## src/rtl/cpu_defs_pkg.sv

```systemverilog
// Shared CPU definitions: mult/div opcodes, the busy-tracker state encoding and default latencies.
package cpu_defs_pkg;

    localparam logic [1:0] MD_MULT  = 2'b00;
    localparam logic [1:0] MD_MULTU = 2'b01;
    localparam logic [1:0] MD_DIV   = 2'b10;
    localparam logic [1:0] MD_DIVU  = 2'b11;

    localparam int DEF_MULT_CYCLES = 5;
    localparam int DEF_DIV_CYCLES  = 10;
    localparam int MD_CNT_W        = 8;

    typedef enum logic [1:0] {
        ST_IDLE = 2'd0,
        ST_MUL  = 2'd1,
        ST_DIV  = 2'd2
    } md_state_t;

    function automatic logic md_is_div(input logic [1:0] op);
        return (op == MD_DIV) || (op == MD_DIVU);
    endfunction

endpackage

```

## src/rtl/md_busy_tracker.sv

```systemverilog
// Tracks mult/div unit occupancy: busy for N cycles after an accepted start, then a one-cycle done pulse.
// Starts arriving while busy are dropped; a start during the done cycle is accepted.
module md_busy_tracker
    import cpu_defs_pkg::*;
#(
    parameter int MULT_CYCLES = DEF_MULT_CYCLES,
    parameter int DIV_CYCLES  = DEF_DIV_CYCLES
) (
    input  logic       clk,
    input  logic       reset,
    input  logic       md_start,
    input  logic [1:0] md_op,
    output logic       md_busy,
    output logic       md_done
);

    localparam logic [MD_CNT_W-1:0] MUL_LOAD = MD_CNT_W'(MULT_CYCLES - 1);
    localparam logic [MD_CNT_W-1:0] DIV_LOAD = MD_CNT_W'(DIV_CYCLES - 1);

    md_state_t           state;
    logic [MD_CNT_W-1:0] cnt;

    always_ff @(posedge clk or negedge reset) begin
        if (!reset) begin
            state   <= ST_IDLE;
            cnt     <= '0;
            md_busy <= 1'b0;
            md_done <= 1'b0;
        end else begin
            case (state)
                ST_IDLE: begin
                    md_done <= 1'b0;
                    if (md_start) begin
                        md_busy <= 1'b1;
                        if (md_is_div(md_op)) begin
                            state <= ST_DIV;
                            cnt   <= DIV_LOAD;
                        end else begin
                            state <= ST_MUL;
                            cnt   <= MUL_LOAD;
                        end
                    end
                end
                ST_MUL, ST_DIV: begin
                    // last busy cycle is the one where the counter reads zero
                    if (cnt == '0) begin
                        state   <= ST_IDLE;
                        md_busy <= 1'b0;
                        md_done <= 1'b1;
                    end else begin
                        cnt <= cnt - MD_CNT_W'(1);
                    end
                end
                default: begin
                    state   <= ST_IDLE;
                    cnt     <= '0;
                    md_busy <= 1'b0;
                    md_done <= 1'b0;
                end
            endcase
        end
    end

endmodule

```

## src/rtl/hazard_stall_ctrl.sv

```systemverilog
// Pipeline hazard unit: combinational stall/flush from register and mult/div hazards, plus a stall counter.
// Stall and flush_e settle in the same cycle; md_busy/md_done come registered from the tracker.
module hazard_stall_ctrl
    import cpu_defs_pkg::*;
#(
    parameter int MULT_CYCLES = DEF_MULT_CYCLES,
    parameter int DIV_CYCLES  = DEF_DIV_CYCLES
) (
    input  logic        clk,
    input  logic        reset,
    input  logic [4:0]  d_rs,
    input  logic [4:0]  d_rt,
    input  logic [1:0]  d_tuse_rs,
    input  logic [1:0]  d_tuse_rt,
    input  logic        d_is_md,
    input  logic [4:0]  e_wa,
    input  logic [4:0]  m_wa,
    input  logic [1:0]  e_tnew,
    input  logic [1:0]  m_tnew,
    input  logic        e_md_start,
    input  logic [1:0]  e_md_op,
    output logic        stall,
    output logic        flush_e,
    output logic        md_busy,
    output logic        md_done,
    output logic [31:0] stall_cnt
);

    logic        stall_rs;
    logic        stall_rt;
    logic        stall_md;
    logic [31:0] stall_cnt_q;

    // a source needed sooner than the producer can deliver it; r0 never carries a dependency
    function automatic logic src_hazard(input logic [4:0] src, input logic [1:0] tuse,
                                        input logic [4:0] wa,  input logic [1:0] tnew);
        return (src != 5'd0) && (src == wa) && (tuse < tnew);
    endfunction

    always_comb begin
        stall_rs = src_hazard(d_rs, d_tuse_rs, e_wa, e_tnew) || src_hazard(d_rs, d_tuse_rs, m_wa, m_tnew);
        stall_rt = src_hazard(d_rt, d_tuse_rt, e_wa, e_tnew) || src_hazard(d_rt, d_tuse_rt, m_wa, m_tnew);
        stall_md = d_is_md && (md_busy || e_md_start);
        stall    = stall_rs || stall_rt || stall_md;
        flush_e  = stall;
    end

    always_ff @(posedge clk or negedge reset) begin
        if (!reset) begin
            stall_cnt_q <= '0;
        end else if (stall && (stall_cnt_q != 32'hFFFF_FFFF)) begin
            stall_cnt_q <= stall_cnt_q + 32'd1;
        end
    end

    assign stall_cnt = stall_cnt_q;

    md_busy_tracker #(
        .MULT_CYCLES (MULT_CYCLES),
        .DIV_CYCLES  (DIV_CYCLES)
    ) u_md_busy_tracker (
        .clk      (clk),
        .reset    (reset),
        .md_start (e_md_start),
        .md_op    (e_md_op),
        .md_busy  (md_busy),
        .md_done  (md_done)
    );

endmodule

```

## config.mk

```make
export PLATFORM = sky130hd
export DESIGN_NAME = hazard_stall_ctrl
export DESIGN_NICKNAME = d
export VERILOG_FILES = /design/src/rtl/cpu_defs_pkg.sv /design/src/rtl/md_busy_tracker.sv /design/src/rtl/hazard_stall_ctrl.sv
export SDC_FILE = /design/constraint.sdc
export NUM_CORES = 1
export LEC_CHECK = 0
export CORE_MARGIN = 3
export CORE_UTILIZATION = 50
export DETAILED_ROUTE_END_ITERATION = 8
export PLACE_DENSITY_LB_ADDON = 0.25
export SLEW_MARGIN = 10
export SYNTH_ARGS = -nofsm -noshare
export SYNTH_HDL_FRONTEND = slang
export SYNTH_HIERARCHICAL = 1
export SYNTH_SLANG_ARGS = --single-unit
```

## constraint.sdc

```tcl
create_clock -name clk -period 2.8 [get_ports clk]
set_clock_uncertainty 0.1 [all_clocks]
set_input_delay 0.56 -clock clk [delete_from_list [all_inputs] [get_ports clk]]
set_output_delay 0.56 -clock clk [all_outputs]
set_load 0.1 [all_outputs]
```

==> images/pdn.png <==
Scale bar: 20 um. Pins as bars on the die edge. Tap cells in grey.
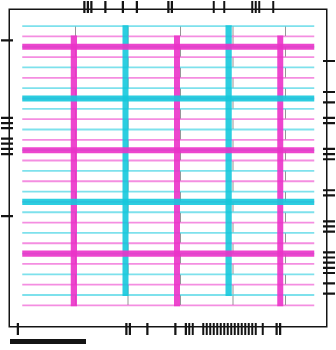
Cyan shows VDD. Magenta shows VSS.
28 met1 rails follow the rows. The core has 27 rows.

==> images/cell_classes.png <==
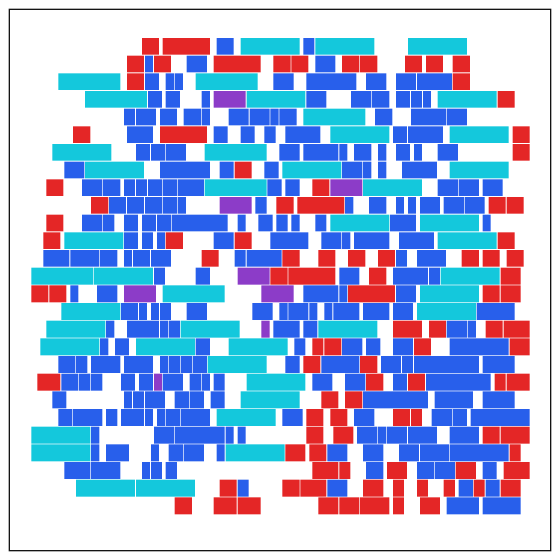
Purple shows clock drivers and dummy loads, cells 8. Cyan shows flops, cells 44. Red shows other buffers and delay cells, cells 99. Blue shows all other logic, cells 243.

==> images/clock_map.png <==
Scale bar: 20 um.
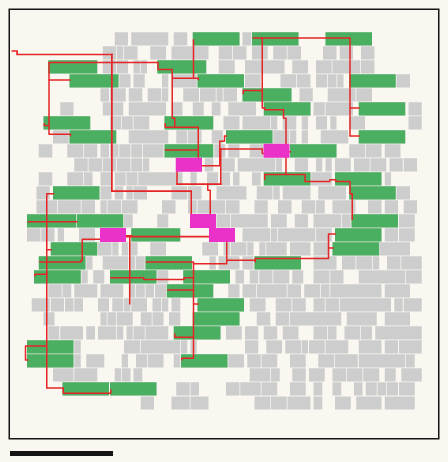
Magenta shows cells driving clock nets, count 5. Green shows flip-flops, count 44. Red shows clock wires, length 547 um.
Position of the flops: widely spread.
clk_lat worst skew: 0.29 ns
clock share of power: 12.3%
clock network power: 407 uW

==> images/metal_stack.png <==
Scale bar: 20 um. Two of the layers only.
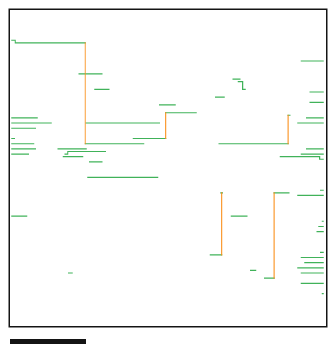
Orange shows met4, wire length 79.6 um. Green shows met3, wire length 303 um.
drt wl/cell: 17.1 um
Post-Route WL: 7.98 mm

==> deck_impl_summary.md <==
Key Metrics from the Run

Die
  • IO Count: 70
  • Die H: 83.1 um
  • Die area: 6910 um^2
  • Fp util: 52.7%
  • CORE AREA: 5640 um^2

Yosys
  • Avg Cell Area, Syn: 10.0 um^2
  • Compound Share, Synth: 19.9%
  • Mux cell area share after synthesis: 1.85%
  • Post-Syn Area: 2970 um^2
  • Flip-flops with a built-in enable: 0
  • Dominant comb cell: simple AND/OR/NAND/NOR gates
  • Simple share: 20.4%
  • Ys cells: 297
  • Share of the yosys chip area belonging to registers: 37.0%
  • Synth unique cells: 52
  • XORs/XNORs by Area: 13.0%
  • Yosys reg bits: 44
  • Post-synth ARST share: 100%
  • Mapped Nets: 340

Worst setup path
  • R2R Path End: stall_cnt[28]$_DFFE_PN0P_
  • Crit end category: output port
  • R2R depth: 6
  • CP Class: input pin to output port
  • Setup crit end: stall
  • Req. time, crit path: 2.14 ns
  • Reg2reg start: stall_cnt[0]$_DFFE_PN0P_
  • CP max stage cell: dlygate4sd2_1
  • Critical path fanouts, max: 3
  • Worst Path Arrival: 2.15 ns
  • Crit. path cell count: 8
  • Max incr delay on CP: 0.28 ns
  • Crit path cell chain: dlygate4sd2_1 -> xor2_1 -> nor4_1 -> a22oi_1 -> o21a_2 -> and2_4 -> clkinvlp_4 -> buf_12
  • Launch point of the critical path: d_rs[0]
  • CP delay by family, top: buffers and inverters
  • Worst Setup Start Kind: input pin

STA
  • Post-layout minimum cycle time: 2.81 ns
  • Peak Freq: 356 MHz
  • Worst Tran Pin Value: 0.659 ns
  • Post-route worst setup slack: -0.00536 ns
  • Setup violators final: 2
  • Cycle use final: 100%

Power
  • Comb power frac: 57.4%
  • VDD IR max: 1.27 mV
  • Pwr Total: 3320 uW
  • Internal power: 1540 uW
  • Sw Ratio: 53.5%

Cells and area
  • # nets final: 436
  • Top cell excl fill/tap: buf_4
  • Area growth from synthesis to layout: 39.1%
  • Layout cells sized above 1: 35.5%

Outcome
  • Failing checks: setup timing
  • Status: complete, but fails checks

Detailed routing
  • DR vias: 2675
  • Antenna-violating nets left: 0
  • DR DRC count: 0
  • Via density: 5.74

Global route
  • Global Route Usage Sum: 22.9%
  • Pin count of the biggest net entering global routing: 23
  • Vias in the first global route: 2679
  • GRT overflow: 0
  • Antenna violations before repair: 0

Clock network
  • Clock-pin slew on the worst setup and hold paths: 0.08 ns
  • Clock net sink count: 44
  • Clk root buf: clkbuf_8
  • Bufs on Longest Clock Path: 2
  • H-tree Lvls: 2

Placement
  • Gpl congestion: 0.847
  • Detailed Place HPWL: 5.76 mm

Hold path
  • Hold Path Class: input pin to async pin
-- flip-flops by register name (all words and copies together), names as in the netlist --
name and flops:
u_md_busy_tracker/state 2, u_md_busy_tracker/md_busy 1, u_md_busy_tracker/cnt 8, stall_cnt 32, u_md_busy_tracker/md_done 1
-- power groups by stage --
| stage | registers (uW) | logic (uW) | clock network, uW |
|---|---|---|---|
| 6_report | 1010 | 1910 | 407 |
| 5_1_grt | 1040 | 2020 | 443 |
| 4_1_cts | 1000 | 1900 | 413 |
| 3_5_place_dp | 1010 | 1870 | 0 |
| 3_3_place_gp | 1000 | 1840 | 0 |
| 2_1_floorplan | 1690 | 734 | 0 |
-- worst register-to-register path: cells and delay by family (launching register included) --
kind,cells,cell delay (ns)
adders and majority gates,1,0.21
muxes,1,0.36
DFF,1,0.43
AOI/OAI and AO/OA,1,0.47
and+or+nand+nor,3,0.78
-- repair_timing --
item	in CTS	in global routing
setup buffers	2	2
endpoints found under the setup margin	6	2
resized	62	21
hold buffers	0	0
pin swaps	15	13
-- per-stage QoR --
step / setup TNS (ns) / util [%] / hold slack [ns] / cells / area [um^2]
4_1_cts: 0 / 72.7 / 0.0201 / 464 / 4100
3_3_place_gp: -7.19 / 69.2 / 0.333 / 454 / 3910
6_report: -0.0103 / 73.3 / 0.0191 / 466 / 4130
2_1_floorplan: -0.317 / - / 0.164 / 297 / 3040
3_5_place_dp: -8.09 / 69.2 / 0.331 / 454 / 3910
5_1_grt: -0.308 / 73.3 / 0.0150 / 466 / 4130
-- cells in the mapped netlist (all sizes together) (3+ instances only) --
| cell type | instances | area, um^2 |
|---|---|---|
| a21oi | 8 | 40.0 |
| xnor2 | 9 | 78.8 |
| or4 | 4 | 33.8 |
| o41ai | 5 | 43.8 |
| clkbuf | 4 | 15.0 |
| o21ai | 9 | 52.6 |
| ha | 9 | 113 |
| nand3 | 12 | 60.1 |
| o22ai | 3 | 18.8 |
| a2111oi | 15 | 200 |
| nor4 | 7 | 43.8 |
| nand2b | 10 | 62.6 |
| o31ai | 4 | 43.8 |
| nand2 | 21 | 78.8 |
| xor2 | 35 | 307 |
| buf | 6 | 41.3 |
| and3 | 6 | 37.5 |
| dfrtp | 44 | 1100 |
| or3 | 5 | 31.3 |
| mux2 | 4 | 45.0 |
| nand4 | 10 | 92.6 |
| nor3 | 5 | 36.3 |
| inv | 17 | 63.8 |
| and2 | 3 | 18.8 |
| nor2 | 12 | 52.6 |
| a211oi | 14 | 105 |
-- area by class of cell --
class / instances / area, um^2 / area share, %
Multi-Input combinational cell: 226 / 1920 / 46.5
Sequential cell: 44 / 1110 / 26.9
Timing Repair Buffer: 99 / 848 / 20.5
Clock buffer: 8 / 90.1 / 2.18
Tap cell: 72 / 90.1 / 2.18
Inverter: 17 / 72.6 / 1.76
-- layer usage --
layer  wire [um]  share of wire (%)  track usage [%]
met5           0                  0                0
met4          79               0.99             5.65
met3         302                3.8             3.97
met2        4050                 51             38.3
met1        3540                 44             30.8
Power and IR drop assume default switching activity.
